==> config.mk <==
export PLATFORM = sky130hd
export DESIGN_NAME = pd_dw_lte_pwr
export DESIGN_NICKNAME = d
export VERILOG_FILES = /design/src/rtl/pd_dw_lte_pwr.sv
export SDC_FILE = /design/constraint.sdc
export NUM_CORES = 2
export LEC_CHECK = 0
export CAP_MARGIN = 20
export CORE_MARGIN = 1
export CORE_UTILIZATION = 50
export DETAILED_ROUTE_END_ITERATION = 6
export HOLD_SLACK_MARGIN = 0.06
export PLACE_DENSITY = 0.68
export SLEW_MARGIN = 20
export SYNTH_ARGS = -nofsm -noshare
export SYNTH_HDL_FRONTEND = slang
export SYNTH_SLANG_ARGS = --single-unit
==> constraint.sdc <==
create_clock -name sys_clk -period 21.8 [get_ports sys_clk]
set_input_delay 6.54 -clock sys_clk [delete_from_list [all_inputs] [get_ports sys_clk]]
set_output_delay 6.54 -clock sys_clk [all_outputs]
set_load 0.02 [all_outputs]
==> src/rtl/pd_dw_lte_pwr.sv <==
// Per-symbol I^2+Q^2 accumulator; one 48-bit write per completed symbol to the peak-hold stage.
// Latency: last sample accepted at cycle t -> o_we at t+4, single-cycle strobe.
// Backpressure: none; accepts one sample per cycle at full rate, gaps via i_iq_vld.
module pd_dw_lte_pwr #(
    parameter int SYM_PER_FRAME = 140
) (
    input  logic        sys_clk,
    input  logic        sys_rst,
    input  logic        i_iq_vld,
    input  logic [15:0] i_iq_i,
    input  logic [15:0] i_iq_q,
    input  logic        i_sym_start,
    input  logic        i_frame_start,
    input  logic [2:0]  i_ant_sel,
    input  logic [15:0] i_sym_len,
    output logic        o_we,
    output logic [10:0] o_addr,
    output logic [47:0] o_din,
    output logic [15:0] o_short_cnt
);

    localparam logic [0:0] IDLE     = 1'b0;
    localparam logic [0:0] ACC      = 1'b1;
    localparam logic [7:0] LAST_IDX = 8'(SYM_PER_FRAME - 1);

    logic [0:0]  cnt_state;
    logic [7:0]  sym_idx;
    logic [15:0] len_r;
    logic [15:0] samp_cnt;
    logic [10:0] cur_addr;

    logic        sym_go;
    logic [7:0]  idx_nxt;
    logic [15:0] cnt_nxt;
    logic        t_vld;
    logic        t_first;
    logic        t_last;
    logic [10:0] t_addr;

    always_comb begin
        sym_go  = i_iq_vld & i_sym_start;
        idx_nxt = (i_frame_start || sym_idx == LAST_IDX) ? 8'd0 : sym_idx + 8'd1;
        cnt_nxt = samp_cnt + 16'd1;
        t_vld   = 1'b0;
        t_first = 1'b0;
        t_last  = 1'b0;
        t_addr  = cur_addr;
        if (sym_go) begin
            // zero-length symbols still consume an index but never tag a sample
            t_vld   = (i_sym_len != 16'd0);
            t_first = 1'b1;
            t_last  = (i_sym_len == 16'd1);
            t_addr  = {i_ant_sel, idx_nxt};
        end else if (cnt_state == ACC && i_iq_vld) begin
            t_vld  = 1'b1;
            t_last = (cnt_nxt == len_r);
        end
    end

    always_ff @(posedge sys_clk or posedge sys_rst) begin
        if (sys_rst) begin
            cnt_state   <= IDLE;
            sym_idx     <= LAST_IDX;
            len_r       <= 16'd0;
            samp_cnt    <= 16'd0;
            cur_addr    <= 11'd0;
            o_short_cnt <= 16'd0;
        end else if (sym_go) begin
            sym_idx   <= idx_nxt;
            len_r     <= i_sym_len;
            samp_cnt  <= 16'd1;
            cur_addr  <= t_addr;
            cnt_state <= (i_sym_len > 16'd1) ? ACC : IDLE;
            if (cnt_state == ACC && o_short_cnt != 16'hFFFF)
                o_short_cnt <= o_short_cnt + 16'd1;
        end else if (cnt_state == ACC && i_iq_vld) begin
            samp_cnt <= cnt_nxt;
            if (t_last)
                cnt_state <= IDLE;
        end
    end

    logic signed [31:0] ext_i;
    logic signed [31:0] ext_q;
    logic [30:0]        sq_i_c;
    logic [30:0]        sq_q_c;

    assign ext_i  = 32'(signed'(i_iq_i));
    assign ext_q  = 32'(signed'(i_iq_q));
    assign sq_i_c = 31'(ext_i * ext_i);
    assign sq_q_c = 31'(ext_q * ext_q);

    logic        s1_vld, s1_first, s1_last;
    logic [10:0] s1_addr;
    logic [30:0] s1_sq_i, s1_sq_q;
    logic        s2_vld, s2_first, s2_last;
    logic [10:0] s2_addr;
    logic [31:0] s2_p;
    logic        s3_last;
    logic [10:0] s3_addr;
    logic [47:0] acc;

    always_ff @(posedge sys_clk or posedge sys_rst) begin
        if (sys_rst) begin
            s1_vld   <= 1'b0;
            s1_first <= 1'b0;
            s1_last  <= 1'b0;
            s1_addr  <= 11'd0;
            s1_sq_i  <= 31'd0;
            s1_sq_q  <= 31'd0;
            s2_vld   <= 1'b0;
            s2_first <= 1'b0;
            s2_last  <= 1'b0;
            s2_addr  <= 11'd0;
            s2_p     <= 32'd0;
            s3_last  <= 1'b0;
            s3_addr  <= 11'd0;
            acc      <= 48'd0;
            o_we     <= 1'b0;
            o_addr   <= 11'd0;
            o_din    <= 48'd0;
        end else begin
            s1_vld   <= t_vld;
            s1_first <= t_first;
            s1_last  <= t_last;
            s1_addr  <= t_addr;
            s1_sq_i  <= sq_i_c;
            s1_sq_q  <= sq_q_c;

            s2_vld   <= s1_vld;
            s2_first <= s1_first;
            s2_last  <= s1_last;
            s2_addr  <= s1_addr;
            s2_p     <= {1'b0, s1_sq_i} + {1'b0, s1_sq_q};

            // a first tag reloads the sum, discarding any aborted symbol's residue
            if (s2_vld)
                acc <= s2_first ? {16'd0, s2_p} : acc + {16'd0, s2_p};
            s3_last <= s2_vld & s2_last;
            s3_addr <= s2_addr;

            o_we <= s3_last;
            if (s3_last) begin
                o_addr <= s3_addr;
                o_din  <= acc;
            end
        end
    end

endmodule
==> run_results.csv <==
group,metric,value,unit
yosys,yosys_area,31500,um^2
grt,grt_usage,21.3,%
grt,grt_overflow,0,
clocking,h-tree-depth,2,
yosys,synthFlopType,"dfrtp_1",
final_layout,drive_above_1_share,6.06,%
grt,antenna_found_initial,1,
clocking,hold_buffers,0,
yosys,synth_cells,3187,
yosys,floorplan.nets,3941,
grt,grt_start_max_net_pins,93,
final_layout,diodes,0,
drt,wirelength,64.1,mm
timing,worst_slack,8.58,ns
timing,rsz0062_at_grt,"no",
hold_path,min_to,"s2_addr[7]",
clocking,cts.path.max_buffers,3,
run,cap_violations,0,
clocking,cts_buffers,34,
timing,setup_violations,0,
timing,min_period,13.22,ns
yosys,ys_sh_simple,10.2,%
yosys,yosysUniqueCellTypes,87,
yosys,synthTopCellsByCount,"inv_1, fa_1, dfrtp_1",
final_layout,logic_area,20900,um^2
timing,slew_headroom,28.9,%
yosys,numSynthFlops,308,
floorplan,ios,132,
critical_path,path_max_fanout,18,
drt,highest_layer,"met5",
floorplan,die_w,253,um
drt,drc,0,
yosys,synthAoiAreaFrac,9.01,%
yosys,yosys_cells,3187,
clocking,path_clk_slew,0.07,ns
critical_path,startpoint_type,"input port",
final_layout,seqCellArea,7720,um^2
placement,gp_routability_congestion,0.891,
grt,busiest_layer,"met2",
floorplan,dieArea,64100,um^2
timing,worstMarginPinSlew,1.07,ns
yosys,yosys.area.top_type_share,29.1,%
critical_path,crit_path_start,"i_iq_i[15]",
yosys,yosysTopAreaCell,"fa_1",
drt,wl_met2,32.1,mm
final_layout,final_nets,4030,
final_layout,fill_cells,5443,
timing,hold_viol,0,
hold_path,min_from,"s1_addr[7]",
critical_path,reg2reg_to,"s2_p[29]",
placement,post-place-ws,8.06,ns
final_layout,final_common_cell,"inv_1",
yosys,xor_area_share,5.17,%
floorplan,rows,91,
yosys,synth-edff-count,0,
clocking,clkSinkCount,308,
outcome,outcome,"finished, final reports clean",
drt,avgViaCountPerCell,5.14,
clocking,clk-insertion-delay-late,0.54,ns
drt,first_pass_iters,6,
yosys,ys_sh_mux,3.25,%
yosys,synth-adder-area-share,38.6,%
run,log.warning_count,35,
yosys,synth_async_sr_flop_share,100,%
drt,ant_nets,0,
yosys,synth.most_common_cell,"inv_1",
timing,period_used_share,60.6,%
floorplan,fp.dieH,253,um
yosys,postSynthSeqShare,24.5,%
yosys,netlist_area,31500,um^2
critical_path,rr_worst_depth,10,
placement,placed_area,33600,um^2
yosys,synthTopLogicFamily,"adder cells",
clocking,post_cts_buffers,0,
clocking,cts_tree,"built",
hold_path,min_path_cells,0,
critical_path,required,22.26,ns
critical_path,crit_type,"in -> reg",
yosys,ys_warn_count,0,
grt,grt.met1_usage,28.8,%
final_layout,largestRegisters,"acc (48), o_din (48), s2_p (32)",
critical_path,critical_path_arrival,13.67,ns
final_layout,area.growth.synth_to_final,10.0,%
timing,fin_setup_tns,0,ns
final_layout,mostFrequentLayoutCells,"inv_1, fa_1, dfrtp_1",
clocking,post_cts_resize_count,0,
drt,first_iter_violations,1294,
placement,dp.cells,4076,
critical_path,worstSetupEndpointType,"register",
timing,whs,0.335,ns
placement,hpwl,51.7,mm
grt,grt_pass1_wl,109,mm
grt,grt.met2_usage,36.8,%
critical_path,rr_startpoint,"s1_sq_q[3]",
grt,grt_pass1_vias,22300,
clocking,clockRootBuffer,"clkbuf_16",
placement,portBuffers,131,
timing,fmax,75.7,MHz
drt,wl_met1,28.3,mm
drt,dr_wl_met3,2.42,mm
drt,num_vias,21200,
timing,finClkSkew,0.0211,ns
grt,use_met3,2.23,%
yosys,top_cells_by_area,"fa_1, dfrtp_1, ha_1, inv_1, xnor2_1",
drt,wl_per_cell,15.5,um
timing,maxSlewViolCount,0,
critical_path,cp-endpoint,"s1_sq_i[30]",
==> layout make-up <==
cell class                      instances  area share (%)
Timing Repair Buffer                  142            4.02
Tap cell                              837            3.02
Sequential cell                       308            22.2
Clock inverter                         13           0.357
Clock buffer                           47            2.83
Multi-Input combinational cell       2113            60.2
Inverter                              677            7.35
==> worst max-delay path, stage by stage <==
cell and delay, ns:
clkdlybuf4s50_1 0.94, inv_1 0.46, nor2_1 0.35, fa_1 0.60
fa_1 0.56, fa_1 0.45, fa_1 0.50, fa_1 0.49
inv_1 0.05, fa_1 0.47, inv_1 0.04, ha_1 0.35
a21o_1 0.18, a21o_1 0.16, a21oi_1 0.27, a21oi_1 0.11
o31a_1 0.29, a211o_1 0.29, a211o_1 0.27, a21oi_1 0.17
xnor2_1 0.14
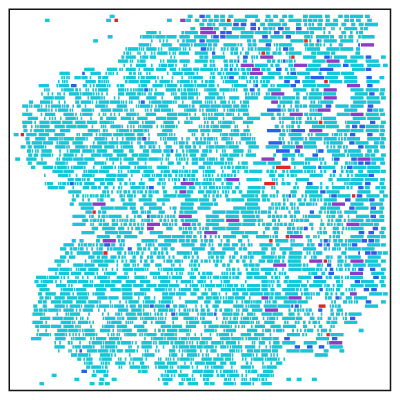
Fig. 1. Cell sizes after repair.
Scale: 1.5 px per um.
Cyan stands for drive 1 or less, cells 3100, share 94%, most used inv_1. Red stands for drive 3 to 4, cells 18, share 0.55%, most used buf_4. Blue stands for drive 2, cells 137, share 4.2%, most used mux2_2. Purple stands for drive 6 and up, cells 45, share 1.4%, most used clkbuf_16.

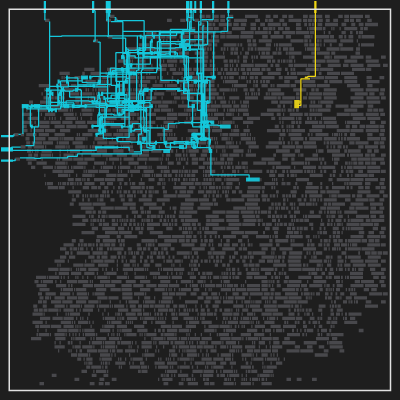
Fig. 2. I/O nets highlighted.
Scale: 1.5 px per um.
Cyan stands for i_iq_q, bits 16, direction input, edge 12 top, 4 left, end cells 136, wire 4090 um. Yellow stands for i_frame_start, bits 1, direction input, edge top, end cells 2, wire 78.6 um.

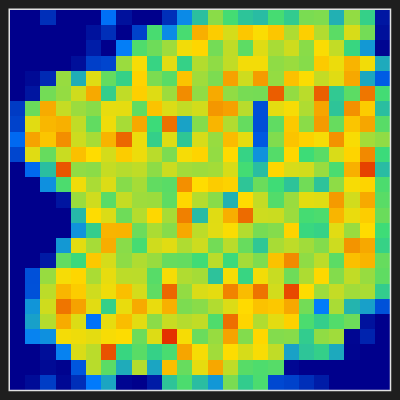
Fig. 3. Local utilization.
Scale: 1.5 px per um. The die is cut into 25 by 25 equal tiles; dark blue is low, red is high, 0 to 100% covered.
18% of the tiles are over 75% full. 12% of the tiles are nearly empty. The fullest tile reaches 94%. The mean over all tiles is 53%. The emptiest ninth of the die: upper left.
fin util: 55.9%
core area: 62100 um^2
floorplan utilization: 50.8%

